## config.mk

```make
export PLATFORM = sky130hd
export DESIGN_NAME = pb_write_sched_flat
export DESIGN_NICKNAME = d
export VERILOG_FILES = /design/src/rtl/pb_write_sched_if.sv /design/src/rtl/pb_write_sched.sv /design/src/flat_wrapper.sv
export SDC_FILE = /design/constraint.sdc
export NUM_CORES = 1
export LEC_CHECK = 0
export ABC_AREA = 1
export CAP_MARGIN = 25
export CORE_MARGIN = 1.5
export CORE_UTILIZATION = 57
export DETAILED_ROUTE_END_ITERATION = 10
export PLACE_DENSITY_LB_ADDON = 0.25
export SYNTH_ARGS = -nofsm -noshare
export SYNTH_HDL_FRONTEND = slang
export SYNTH_SLANG_ARGS = --single-unit
```

## constraint.sdc

```tcl
create_clock -name clk_clk -period 2.59 [get_ports clk_clk]
set_clock_uncertainty 0.1 [all_clocks]
set_input_delay 0.518 -clock clk_clk [delete_from_list [all_inputs] [get_ports clk_clk]]
set_output_delay 0.518 -clock clk_clk [all_outputs]
set_load 0.03 [all_outputs]
```

## src/rtl/pb_write_sched_if.sv

```systemverilog
// rtl/pb_write_sched_if.sv - CPU, fill-engine and pixel-buffer write-port signals of pb_write_sched
interface pb_write_sched_if;
    logic [14:0] cpu_adr;
    logic [3:0]  cpu_data;
    logic        cpu_wren;
    logic [7:0]  fill_x0;
    logic [6:0]  fill_y0;
    logic [7:0]  fill_w;
    logic [6:0]  fill_h;
    logic [3:0]  fill_colour;
    logic        fill_start;
    logic        fill_abort;
    logic        fill_busy;
    logic        fill_done;
    logic [14:0] pb_wraddress;
    logic [3:0]  pb_data;
    logic        pb_wren;

    modport master (
        output cpu_adr, cpu_data, cpu_wren,
        output fill_x0, fill_y0, fill_w, fill_h, fill_colour, fill_start, fill_abort,
        input  fill_busy, fill_done, pb_wraddress, pb_data, pb_wren
    );

    modport slave (
        input  cpu_adr, cpu_data, cpu_wren,
        input  fill_x0, fill_y0, fill_w, fill_h, fill_colour, fill_start, fill_abort,
        output fill_busy, fill_done, pb_wraddress, pb_data, pb_wren
    );
endinterface

```

## src/rtl/pb_write_sched.sv

```systemverilog
// rtl/pb_write_sched.sv - pixel-buffer write-port scheduler: CPU PIO writes over a rectangle-fill engine
module pb_write_sched #(
    parameter int H_RES = 160,
    parameter int V_RES = 120
) (
    input  logic             clk_clk,
    input  logic             reset_reset_n,
    pb_write_sched_if.slave  bus
);
    typedef enum logic [2:0] {S_IDLE, S_CALC, S_LOAD, S_FILL, S_DONE} state_t;

    state_t      state;
    logic        cpu_wren_q;
    logic        fill_start_q;
    logic        pend_valid;
    logic [14:0] pend_adr;
    logic [3:0]  pend_data;
    logic [7:0]  x0_l;
    logic [6:0]  y0_l;
    logic [7:0]  w_l;
    logic [6:0]  h_l;
    logic [3:0]  colour_l;
    logic [14:0] row_base;
    logic [7:0]  ew;
    logic [6:0]  eh;
    logic        empty;
    logic [7:0]  col;
    logic [6:0]  row;

    logic        cpu_edge;
    logic        start_edge;
    logic [14:0] base_mul;
    logic [8:0]  x_room;
    logic [7:0]  y_room;
    logic [7:0]  ew_c;
    logic [6:0]  eh_c;
    logic        empty_c;
    logic        col_last;
    logic        row_last;

    assign cpu_edge   = bus.cpu_wren & ~cpu_wren_q;
    assign start_edge = bus.fill_start & ~fill_start_q;

    // Only the latched y0 feeds the multiplier; the product is registered in S_CALC.
    assign base_mul = 15'(y0_l) * 15'(H_RES);
    assign x_room   = 9'(H_RES) - {1'b0, x0_l};
    assign y_room   = 8'(V_RES) - {1'b0, y0_l};
    assign ew_c     = ({1'b0, w_l} < x_room) ? w_l : x_room[7:0];
    assign eh_c     = ({1'b0, h_l} < y_room) ? h_l : y_room[6:0];
    assign empty_c  = ({1'b0, x0_l} >= 9'(H_RES)) || ({1'b0, y0_l} >= 8'(V_RES)) ||
                      (w_l == 8'd0) || (h_l == 7'd0);
    assign col_last = (col == ew - 8'd1);
    assign row_last = (row == eh - 7'd1);

    always_ff @(posedge clk_clk) begin
        if (!reset_reset_n) begin
            state            <= S_IDLE;
            cpu_wren_q       <= 1'b1;
            fill_start_q     <= 1'b1;
            pend_valid       <= 1'b0;
            pend_adr         <= '0;
            pend_data        <= '0;
            x0_l             <= '0;
            y0_l             <= '0;
            w_l              <= '0;
            h_l              <= '0;
            colour_l         <= '0;
            row_base         <= '0;
            ew               <= '0;
            eh               <= '0;
            empty            <= 1'b0;
            col              <= '0;
            row              <= '0;
            bus.fill_busy    <= 1'b0;
            bus.fill_done    <= 1'b0;
            bus.pb_wraddress <= '0;
            bus.pb_data      <= '0;
            bus.pb_wren      <= 1'b0;
        end else begin
            cpu_wren_q    <= bus.cpu_wren;
            fill_start_q  <= bus.fill_start;
            bus.pb_wren   <= 1'b0;
            bus.fill_done <= 1'b0;

            // A full pending slot owns the write port this cycle.
            if (pend_valid) begin
                bus.pb_wraddress <= pend_adr;
                bus.pb_data      <= pend_data;
                bus.pb_wren      <= 1'b1;
            end
            if (cpu_edge) begin
                pend_valid <= 1'b1;
                pend_adr   <= bus.cpu_adr;
                pend_data  <= bus.cpu_data;
            end else if (pend_valid) begin
                pend_valid <= 1'b0;
            end

            case (state)
                S_IDLE: begin
                    if (start_edge) begin
                        x0_l     <= bus.fill_x0;
                        y0_l     <= bus.fill_y0;
                        w_l      <= bus.fill_w;
                        h_l      <= bus.fill_h;
                        colour_l <= bus.fill_colour;
                        state    <= S_CALC;
                    end
                end
                S_CALC: begin
                    row_base <= base_mul + {7'd0, x0_l};
                    ew       <= ew_c;
                    eh       <= eh_c;
                    empty    <= empty_c;
                    state    <= S_LOAD;
                end
                S_LOAD: begin
                    col <= '0;
                    row <= '0;
                    if (empty) begin
                        bus.fill_done <= 1'b1;
                        state         <= S_IDLE;
                    end else begin
                        bus.fill_busy <= 1'b1;
                        state         <= S_FILL;
                    end
                end
                S_FILL: begin
                    if (bus.fill_abort) begin
                        bus.fill_busy <= 1'b0;
                        state         <= S_IDLE;
                    end else if (!pend_valid) begin
                        bus.pb_wraddress <= row_base + {7'd0, col};
                        bus.pb_data      <= colour_l;
                        bus.pb_wren      <= 1'b1;
                        if (col_last) begin
                            col      <= '0;
                            row      <= row + 7'd1;
                            row_base <= row_base + 15'(H_RES);
                            if (row_last) begin
                                state <= S_DONE;
                            end
                        end else begin
                            col <= col + 8'd1;
                        end
                    end
                end
                S_DONE: begin
                    bus.fill_done <= 1'b1;
                    bus.fill_busy <= 1'b0;
                    state         <= S_IDLE;
                end
                default: state <= S_IDLE;
            endcase
        end
    end
endmodule

```

## src/flat_wrapper.sv

```systemverilog
// flat-port wrapper written by rule: the top's interface ports become plain ports
module pb_write_sched_flat 
#(
    parameter int H_RES = 160,
    parameter int V_RES = 120
)
  (clk_clk, reset_reset_n, bus_cpu_adr, bus_cpu_data, bus_cpu_wren, bus_fill_x0, bus_fill_y0, bus_fill_w, bus_fill_h, bus_fill_colour, bus_fill_start, bus_fill_abort, bus_fill_busy, bus_fill_done, bus_pb_wraddress, bus_pb_data, bus_pb_wren);
  pb_write_sched_if bus_i ();
  input  logic clk_clk;
  input  logic reset_reset_n;
  input wire logic [$bits(bus_i.cpu_adr)-1:0] bus_cpu_adr;
  input wire logic [$bits(bus_i.cpu_data)-1:0] bus_cpu_data;
  input wire logic [$bits(bus_i.cpu_wren)-1:0] bus_cpu_wren;
  input wire logic [$bits(bus_i.fill_x0)-1:0] bus_fill_x0;
  input wire logic [$bits(bus_i.fill_y0)-1:0] bus_fill_y0;
  input wire logic [$bits(bus_i.fill_w)-1:0] bus_fill_w;
  input wire logic [$bits(bus_i.fill_h)-1:0] bus_fill_h;
  input wire logic [$bits(bus_i.fill_colour)-1:0] bus_fill_colour;
  input wire logic [$bits(bus_i.fill_start)-1:0] bus_fill_start;
  input wire logic [$bits(bus_i.fill_abort)-1:0] bus_fill_abort;
  output wire logic [$bits(bus_i.fill_busy)-1:0] bus_fill_busy;
  output wire logic [$bits(bus_i.fill_done)-1:0] bus_fill_done;
  output wire logic [$bits(bus_i.pb_wraddress)-1:0] bus_pb_wraddress;
  output wire logic [$bits(bus_i.pb_data)-1:0] bus_pb_data;
  output wire logic [$bits(bus_i.pb_wren)-1:0] bus_pb_wren;
  assign bus_i.cpu_adr = bus_cpu_adr;
  assign bus_i.cpu_data = bus_cpu_data;
  assign bus_i.cpu_wren = bus_cpu_wren;
  assign bus_i.fill_x0 = bus_fill_x0;
  assign bus_i.fill_y0 = bus_fill_y0;
  assign bus_i.fill_w = bus_fill_w;
  assign bus_i.fill_h = bus_fill_h;
  assign bus_i.fill_colour = bus_fill_colour;
  assign bus_i.fill_start = bus_fill_start;
  assign bus_i.fill_abort = bus_fill_abort;
  assign bus_fill_busy = bus_i.fill_busy;
  assign bus_fill_done = bus_i.fill_done;
  assign bus_pb_wraddress = bus_i.pb_wraddress;
  assign bus_pb_data = bus_i.pb_data;
  assign bus_pb_wren = bus_i.pb_wren;
  pb_write_sched #(.H_RES(H_RES), .V_RES(V_RES)) u_core (.clk_clk(clk_clk), .reset_reset_n(reset_reset_n), .bus(bus_i));
endmodule
```

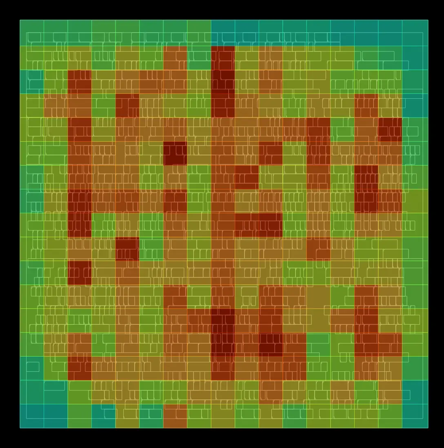
(run_1/congestion.png)
Global Route met2 Usage: 49.6%
M1 GR Usage: 37.3%
M3 GR Usage: 5.96%
gr busiest metal: met2

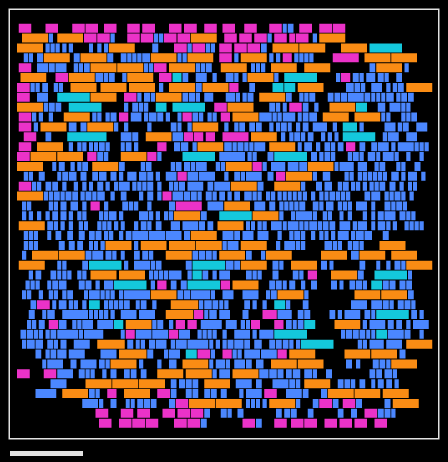
(run_1/placement_by_type.png)
Bar = 20 um.
[blue] combinational and other logic | cells: 951
[orange] sequential cells | cells: 127
[magenta] remaining buffers and delay cells | cells: 115
[cyan] clock drivers and dummy loads | cells: 32

==> impl_metrics.tcl, run 1 <==
# implementation run metrics
set metrics [dict create \
    outcome "finished clean" \
    postLayoutCoreUtil_pct 72.9 \
    num-multi-input-gates 838 \
    power.density_nw_per_um2 628 \
    drt-initial-drc-count 515 \
    crit_cells 14 \
    synthCells 1121 \
    relSlewSlack_pct 58.8 \
    xor_share_pct 4.66 \
    cpPeakStageDelay_ns 0.34 \
    cpLargestDelayFamily "simple AND/OR/NAND/NOR gates" \
    nNonClkInverters 113 \
    antenna_found_initial 0 \
    drive_gt1_share_pct 9.63 \
    area_dominant_class "multi-input combinational cells" \
    buffers 115 \
    cp_max_fo 6 \
    clk_latency_ns 0.42 \
    finalHoldViolCount 0 \
    reg2regPathDepth 14 \
    finalCriticalPeriod_ns 2.54 \
    dp_hpwl_um 14500 \
    synthAoiAreaFrac_pct 16.5 \
    io_buffers 79 \
    pwr-share-comb_pct 22.1 \
    core_um2 12800 \
    grt_max_degree 85 \
    lay_top_count "nand2_1" \
    buffer_area_share_pct 11.8 \
    max_freq_mhz 393 \
    synth_cell_types 44 \
    ys_area_um2 7520 \
    post-route-period-util_pct 98.3 \
    num_vias 7595 \
    cts_root_buffer "clkbuf_16" \
    synthTopCellsByCount "230 x nand2_1, 163 x nor2_1, 127 x dfxtp_1" \
    drc 0 \
    switching_share_pct 32.3 \
    ys_top_logic_family "simple AND/OR/NAND/NOR gates" \
    final.setup.tns_ns 0 \
    die_h_um 118 \
    ys_sh_mux_pct 0 \
    slew_viol_final 0 \
    min_delay_path_depth 2 \
    timing.final.ws_setup_ns 0.0453 \
    die_w_um 118 \
    avgRoutedWirePerCell_um 14.4 \
    ys_seq_share_pct 33.8 \
    maxCapViolations 0 \
    comb_share_pct 47.8 \
    clk_pin_slew_worst_paths_ns 0.06 \
    n_fill_cell 1057 \
    crit_chain "inv_1 > ha_2 > nand2_2 > o21ai_0 > nand2_1 > ha_1 > a21oi_1 > o21a_1 > nor2_2 > nor2_4 > buf_6 > nand3_1 > nand3_1 > a21oi_1" \
    cp_num_buf_inv 2 \
    seq_area_share_pct 27.3 \
    nets 1314 \
    num-clock-buffers 17 \
    row_count 41 \
    numCtsBuffers 17 \
    ant_nets 0 \
    ys.flop_type "dfxtp_1" \
    yosys.area.top_type_share_pct 33.8 \
    setup_viol 0 \
    yosysWarnings 0 \
    layout_top_cells "225 x nand2_1, 158 x nor2_1, 123 x dfxtp_1" \
    r2r-start "u_core.x0_l[0]" \
    flops 127 \
    critPathLaunchType "flop" \
    worstMarginPinSlew_ns 0.617 \
    r2r_slack_ns 0.05 \
    place_worst_setup_slack_ns 0.0731 \
    yosysCellCount 1121 \
    switchingPower_uw 1890 \
    wl_um 20100 \
    ir_worst_vdd_v 0.000748 \
    cts_hold_buffers 0 \
    ys_sh_adder_pct 7.62 \
    grt_use_total_pct 29.2 \
    area_growth_syn_to_layout_pct 23.8 \
    register_area_um2 2550 \
    antenna_cells 0 \
    post_cts_resize_count 0 \
    endpoint_kind "flop" \
    netlist_area_um2 7520 \
    top_cells_by_area "dfxtp_1 34%, nand2_1 11%, nor2_1 8.1%" \
    cellInternalPower_uw 3960 \
    seq_power_share_pct 38.2 \
    critical_path_class "flop to flop" \
    required_ns 2.79 \
    grt-ovfl-total 0 \
    min_to "u_core.cpu_wren_q" \
    clockNetworkAreaShare_pct 6.19 \
    cts_max_level 4 \
    numSynthFlops 127 \
    place_congestion 0.933 \
    tap_cells 172 \
    synth.largest_area_cell "dfxtp_1" \
    post_cts_buffers 0 \
    vias_per_cell 5.44 \
    simple_gate_area_share_pct 29.3 \
    cts.sinks 127 \
    io_pins 80 \
    crit_start "u_core.x0_l[0]" \
    rr_endpoint "u_core.ew[6]" \
    clockBufferDepth 2 \
    async_flop_share_pct 0 \
    reg.largest.list "u_core.bus.pb_wraddress (15), u_core.pend_adr (15), u_core.row_base (15)" \
    cp_slowest_cell "dfxtp_2" \
    worstHoldPathType "input port to flop" \
    synth.most_common_cell "nand2_1" \
    final-comb-area_um2 4450 \
    cts_tree "built" \
    warning_count 26 \
    die_area_um2 13900 \
    drt-pass1-iter-count 5 \
    syn_avg_cell_area_um2 6.71 \
    fp_nets 1223 \
    min_from "reset_reset_n" \
    arrival_ns 2.74 \
    power_frac_clock_pct 39.7 \
    leakage_uw 0.00405 \
    fp_util_pct 58.9 \
    edf_count 0 \
    grt_pass1_wl_um 33400 \
    first_global_vias 7146 \
    crit_end "u_core.ew[6]" \
]
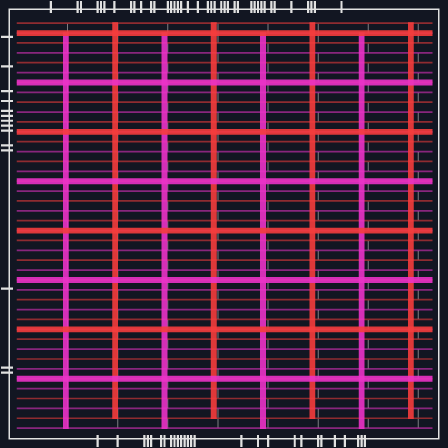
(run_1/power_grid.png)
Pins as bars on the die edge. Tap cells in gray.
[magenta] VSS
[red] VDD
met4 straps: 8
rows: 41
met1 rails: 42
signal pins: 80

==> run 1: routing by layer <==
metal	up-vias	share of wire [%]
met5	-	0
met4	0	1.7
met3	32	5.0
met2	202	49
met1	3494	44
li1	3867	-
==> run 1: metrics by stage <==
step	cells	total power (uW)	hold slack, ns	instance area (um2)
4_1_cts	1392	5810	0.282	9180
3_5_place_dp	1360	3500	0.369	8610
3_3_place_gp	1360	3480	0.363	8610
5_1_grt	1397	6140	0.292	9320
2_1_floorplan	1121	3090	0.350	7520
6_report	1397	5850	0.290	9320
==> run 1: power groups by stage <==
stage | sequential (uW) | clock [uW] | combinational (uW)
global placement | 2270 | 0 | 1210
global route | 2260 | 2430 | 1450
finish | 2240 | 2320 | 1290
floorplan | 2260 | 0 | 829
detailed placement | 2270 | 0 | 1220
CTS | 2230 | 2340 | 1240
==> inputs of run 2 (changes only) <==
--- a/config.mk
+++ b/config.mk
@@ -10,7 +10,9 @@
 export CORE_MARGIN = 1.5
 export CORE_UTILIZATION = 57
 export DETAILED_ROUTE_END_ITERATION = 10
+export HOLD_SLACK_MARGIN = 0.03
 export PLACE_DENSITY_LB_ADDON = 0.25
+export SLEW_MARGIN = 25
 export SYNTH_ARGS = -nofsm -noshare
 export SYNTH_HDL_FRONTEND = slang
 export SYNTH_SLANG_ARGS = --single-unit
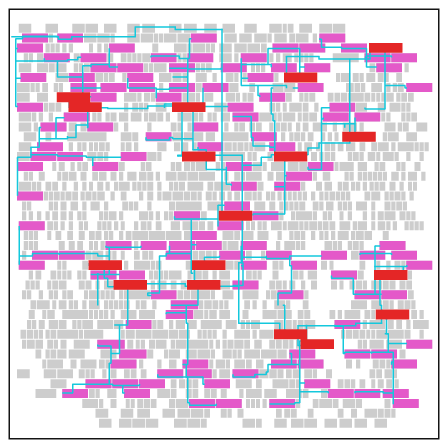
(run_2/clk_routes.png)
[magenta] flip-flops | count: 127
[cyan] clock wires | length: 1,590 um
[red] clock drivers | count: 17
routed clock nets: 18
flops lie: widely spread

==> run 2 against run 1 <==
Worst setup slack is the same. First-iteration DRC count is the same. Final area is the same. Via count is the same. Sequential power is essentially flat. Flip-flop count is the same. Register-to-register slack is essentially flat. Synthesized cell count is the same. Power is the same. Global-route usage is the same. Critical path depth is the same. Highest routed layer unchanged.
==> impl_metrics.tcl, run 2 <==
# implementation run metrics
set metrics [dict create \
    power.density_nw_per_um2 628 \
    grt_pass1_wl_um 33400 \
    cts.sinks 127 \
    endpoint_kind "flop" \
    ant_nets 0 \
    met3_length_um 1010 \
    use_met1_pct 37.3 \
    warning_count 26 \
    num-multi-input-gates 838 \
    yosysCellCount 1121 \
    place_congestion 0.933 \
    cp_max_fo 6 \
    antenna_cells 0 \
    grt_use_total_pct 29.2 \
    die_w_um 118 \
    synthTopCellsByCount "230 x nand2_1, 163 x nor2_1, 127 x dfxtp_1" \
    register_area_um2 2550 \
    grt_max_degree 85 \
    cpPeakStageDelay_ns 0.34 \
    clockBufferDepth 2 \
    power_frac_clock_pct 39.7 \
    crit_end "u_core.ew[6]" \
    grt-ovfl-total 0 \
    met2WireLength_um 9950 \
    switchingPower_uw 1890 \
    die_h_um 118 \
    reg2regPathDepth 14 \
    cp_num_buf_inv 2 \
    ys.flop_type "dfxtp_1" \
    setup_viol 0 \
    r2r-start "u_core.x0_l[0]" \
    crit_start "u_core.x0_l[0]" \
    post-route-period-util_pct 98.3 \
    holdWs_ns 0.290 \
    area_growth_syn_to_layout_pct 23.8 \
    num_vias 7595 \
    drc 0 \
    die_area_um2 13900 \
    outcome "finished clean" \
    clockNetworkAreaShare_pct 6.19 \
    maxCapViolations 0 \
    synthCells 1121 \
    numCtsBuffers 17 \
    vias_per_cell 5.44 \
    ys_area_um2 7520 \
    final-comb-area_um2 4450 \
    grt.met2_usage_pct 49.6 \
    synth.largest_area_cell "dfxtp_1" \
    sequentialPower_uw 2240 \
    ys_seq_share_pct 33.8 \
    top_layer "met4" \
    postLayoutCoreUtil_pct 72.9 \
    row_count 41 \
    lay_top_count "nand2_1" \
    wl_um 20100 \
    layout_top_cells "225 x nand2_1, 158 x nor2_1, 123 x dfxtp_1" \
    pwr-share-comb_pct 22.1 \
    nets 1314 \
    timing.final.ws_setup_ns 0.0453 \
    critPathLaunchType "flop" \
    nNonClkInverters 113 \
    min_delay_path_depth 2 \
    area_dominant_class "multi-input combinational cells" \
    routedLengthMet1_um 8830 \
    avgRoutedWirePerCell_um 14.4 \
    drt-initial-drc-count 515 \
    core_um2 12800 \
    r2r_slack_ns 0.05 \
    fp_util_pct 58.9 \
    drt-pass1-iter-count 5 \
    min_from "reset_reset_n" \
    cpLargestDelayFamily "simple AND/OR/NAND/NOR gates" \
    first_global_vias 7146 \
    buffer_area_share_pct 11.8 \
    reg.largest.list "u_core.bus.pb_wraddress (15), u_core.pend_adr (15), u_core.row_base (15)" \
    edf_count 0 \
    crit_cells 14 \
    cellInternalPower_uw 3960 \
    clk_pin_slew_worst_paths_ns 0.06 \
    required_ns 2.79 \
    slew_viol_final 0 \
    top_cells_by_area "dfxtp_1 34%, nand2_1 11%, nor2_1 8.1%" \
    yosys.area.top_type_share_pct 33.8 \
    power-top-group "clock" \
    finalHoldViolCount 0 \
    met3_usage_pct 5.96 \
    critical_path_class "flop to flop" \
    yosysWarnings 0 \
    drive_gt1_share_pct 9.63 \
    tap_cells 172 \
    seq_area_share_pct 27.3 \
    cts_root_buffer "clkbuf_16" \
    syn_avg_cell_area_um2 6.71 \
    top_usage_layer "met2" \
    crit_chain "inv_1 > ha_2 > nand2_2 > o21ai_0 > nand2_1 > ha_1 > a21oi_1 > o21a_1 > nor2_2 > nor2_4 > buf_6 > nand3_1 > nand3_1 > a21oi_1" \
    comb_share_pct 47.8 \
    finalCriticalPeriod_ns 2.54 \
    seq_power_share_pct 38.2 \
    fp_nets 1223 \
    flops 127 \
    clk_latency_ns 0.42 \
    comb_cell_power_uw 1290 \
    dp_hpwl_um 14500 \
    rr_endpoint "u_core.ew[6]" \
    cts_max_level 4 \
    relSlewSlack_pct 58.8 \
]
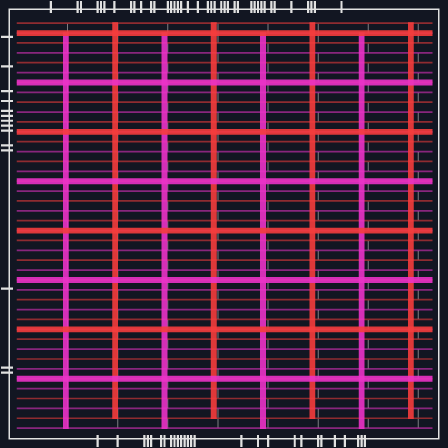
(run_2/power_grid.png)
Pins as bars on the die edge. Tap cells in gray.
[red] VDD
[magenta] VSS
rows: 41
signal pins: 80
met1 rails: 42

[run 2: timing repair]
item | in CTS | in global routing
resized | 0 | 31
endpoints found under the setup margin | 0 | 19
setup buffers | 0 | 5
[run 2: metrics by stage]
| step | TNS (ns) | instance area [um2] | cells |
|---|---|---|---|
| 2_1_floorplan | 0 | 7520 | 1121 |
| 3_3_place_gp | 0 | 8610 | 1360 |
| 3_5_place_dp | 0 | 8610 | 1360 |
| 4_1_cts | 0 | 9180 | 1392 |
| 5_1_grt | -0.697 | 9320 | 1397 |
| 6_report | 0 | 9320 | 1397 |
[run 2: kinds of logic after synthesis]
group / count (synthesis) / synth area share [%]
fa+ha+maj: 44 / 7.62
flops: 127 / 33.8
xor+xnor: 40 / 4.66
simple gates: 522 / 29.3
buf+inv: 156 / 8.15
compound gates: 232 / 16.5
==> inputs of run 3 (changes only) <==
--- a/config.mk
+++ b/config.mk
@@ -6,6 +6,7 @@
 export NUM_CORES = 1
 export LEC_CHECK = 0
 export ABC_AREA = 1
+export ABC_CLOCK_PERIOD_IN_PS = 2590
 export CAP_MARGIN = 25
 export CORE_MARGIN = 1.5
 export CORE_UTILIZATION = 57
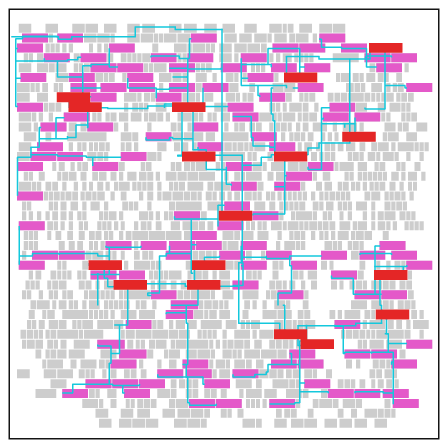
(run_3/clk_routes.png)
[cyan] clock wires | length: 1,590 um
[red] clock drivers | count: 17
[magenta] flip-flops | count: 127
routed clock nets: 18

==> run 3 against run 2 <==
First-iteration DRC count unchanged. Final area unchanged. Worst setup slack unchanged. Largest cell class unchanged. Critical path depth unchanged. Register-to-register slack about the same. Die area unchanged. Synthesized cell count unchanged. Clock-buffer cell count unchanged. Critical path type unchanged. Largest power group unchanged. Routed wire length unchanged. Fmax unchanged.
==> impl_metrics.tcl, run 3 <==
# implementation run metrics
set metrics [dict create \
    seq_power_share_pct 38.2 \
    clk_pin_slew_worst_paths_ns 0.06 \
    switchingPower_uw 1890 \
    num_vias 7595 \
    nets 1314 \
    met3_usage_pct 5.96 \
    simple_gate_area_share_pct 29.3 \
    power_frac_clock_pct 39.7 \
    drt-initial-drc-count 515 \
    synthTopCellsByCount "230 x nand2_1, 163 x nor2_1, 127 x dfxtp_1" \
    post-route-period-util_pct 98.3 \
    use_met1_pct 37.3 \
    power-top-group "clock" \
    fp_nets 1223 \
    finalHoldViolCount 0 \
    required_ns 2.79 \
    met3_length_um 1010 \
    critical_path_class "flop to flop" \
    warning_count 26 \
    antenna_cells 0 \
    numCtsBuffers 17 \
    die_area_um2 13900 \
    buffer_area_share_pct 11.8 \
    place_congestion 0.933 \
    worstMarginPinSlew_ns 0.617 \
    cpLargestDelayFamily "simple AND/OR/NAND/NOR gates" \
    timing.final.ws_setup_ns 0.0453 \
    relSlewSlack_pct 58.8 \
    ys_seq_share_pct 33.8 \
    fp_util_pct 58.9 \
    routedLengthMet1_um 8830 \
    buffers 115 \
    antenna_found_initial 0 \
    drive_gt1_share_pct 9.63 \
    row_count 41 \
    cts_max_level 4 \
    cts_hold_buffers 0 \
    flops 127 \
    synth.largest_area_cell "dfxtp_1" \
    worstHoldPathType "input port to flop" \
    dp_hpwl_um 14500 \
    cellInternalPower_uw 3960 \
    syn_avg_cell_area_um2 6.71 \
    placedCellCount 1360 \
    cp_max_fo 6 \
    area_growth_syn_to_layout_pct 23.8 \
    grt_use_total_pct 29.2 \
    yosysCellCount 1121 \
    post_cts_buffers 0 \
    post_cts_resize_count 0 \
    num-clock-buffers 17 \
    ys_top_logic_family "simple AND/OR/NAND/NOR gates" \
    synth_cell_types 44 \
    arrival_ns 2.74 \
    met2WireLength_um 9950 \
    finalCriticalPeriod_ns 2.54 \
    edf_count 0 \
    synthCells 1121 \
    cts_root_buffer "clkbuf_16" \
    nNonClkInverters 113 \
    cp_num_buf_inv 2 \
    seq_area_share_pct 27.3 \
    ys.flop_type "dfxtp_1" \
    final_cell_count_no_fill 1397 \
    first_global_vias 7146 \
    switching_share_pct 32.3 \
    ys_sh_mux_pct 0 \
    grt_pass1_wl_um 33400 \
    comb_cell_power_uw 1290 \
    top_cells_by_area "dfxtp_1 34%, nand2_1 11%, nor2_1 8.1%" \
    yosys.area.top_type_share_pct 33.8 \
    netlist_area_um2 7520 \
    setup_viol 0 \
    comb_share_pct 47.8 \
    critPathLaunchType "flop" \
    cts_tree "built" \
    grt.met2_usage_pct 49.6 \
    leakage_uw 0.00405 \
    ys_area_um2 7520 \
    area_dominant_class "multi-input combinational cells" \
    holdWs_ns 0.290 \
    synth.most_common_cell "nand2_1" \
    register_area_um2 2550 \
    drt-pass1-iter-count 5 \
    lay_top_count "nand2_1" \
    yosysWarnings 0 \
    slew_viol_final 0 \
    final.setup.tns_ns 0 \
    post_dp_cell_area_um2 8610 \
    final-comb-area_um2 4450 \
    clockNetworkAreaShare_pct 6.19 \
    cp_slowest_cell "dfxtp_2" \
    outcome "finished clean" \
    power.density_nw_per_um2 628 \
    drc 0 \
    pwr-share-comb_pct 22.1 \
    endpoint_kind "flop" \
    wl_um 20100 \
    tap_cells 172 \
    ant_nets 0 \
    num-multi-input-gates 838 \
    postLayoutCoreUtil_pct 72.9 \
    layout_top_cells "225 x nand2_1, 158 x nor2_1, 123 x dfxtp_1" \
    sequentialPower_uw 2240 \
    clk_latency_ns 0.42 \
    clockBufferDepth 2 \
    io_buffers 79 \
    synthAoiAreaFrac_pct 16.5 \
    grt_max_degree 85 \
    grt-ovfl-total 0 \
    cts.sinks 127 \
    ys_sh_adder_pct 7.62 \
    avgRoutedWirePerCell_um 14.4 \
    top_usage_layer "met2" \
    vias_per_cell 5.44 \
    reg.largest.list "u_core.bus.pb_wraddress (15), u_core.pend_adr (15), u_core.row_base (15)" \
    fin_area_um2 9320 \
    xor_share_pct 4.66 \
    crit_chain "inv_1 > ha_2 > nand2_2 > o21ai_0 > nand2_1 > ha_1 > a21oi_1 > o21a_1 > nor2_2 > nor2_4 > buf_6 > nand3_1 > nand3_1 > a21oi_1" \
    cpPeakStageDelay_ns 0.34 \
    maxCapViolations 0 \
    top_layer "met4" \
]
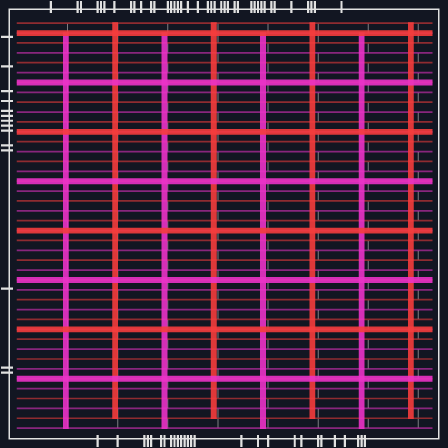
(run_3/power_grid.png)
Pins as bars on the die edge. Tap cells in gray.
Core Area: 12,800 um2
chip width: 118 um
vertical die size: 118 um
peak supply drop: 0.000748 V

run 3: cell counts after synthesis:
No cell type changed its count.
run 3: cell families (layout without fill, tap and decap cells):
logic type | after synthesis | count (layout)
AND/OR/NAND/NOR | 522 | 522
adder cells (fa/ha/maj) | 44 | 44
XOR/XNOR | 40 | 40
flip-flops | 127 | 127
AND-OR/OR-AND | 232 | 232
buffers and inverters | 156 | 260
run 3: worst paths after layout:
path         cells after the start                    end  slack (ns)                start
max                             14           u_core.ew[6]        0.05       u_core.x0_l[0]
min                              2      u_core.cpu_wren_q        0.29        reset_reset_n
max reg2reg                     14           u_core.ew[6]        0.05       u_core.x0_l[0]
min reg2reg                      2  u_core.bus.pb_data[2]        0.38  u_core.pend_data[2]
Power figures rest on the tool's default switching activity, not on a simulated workload.
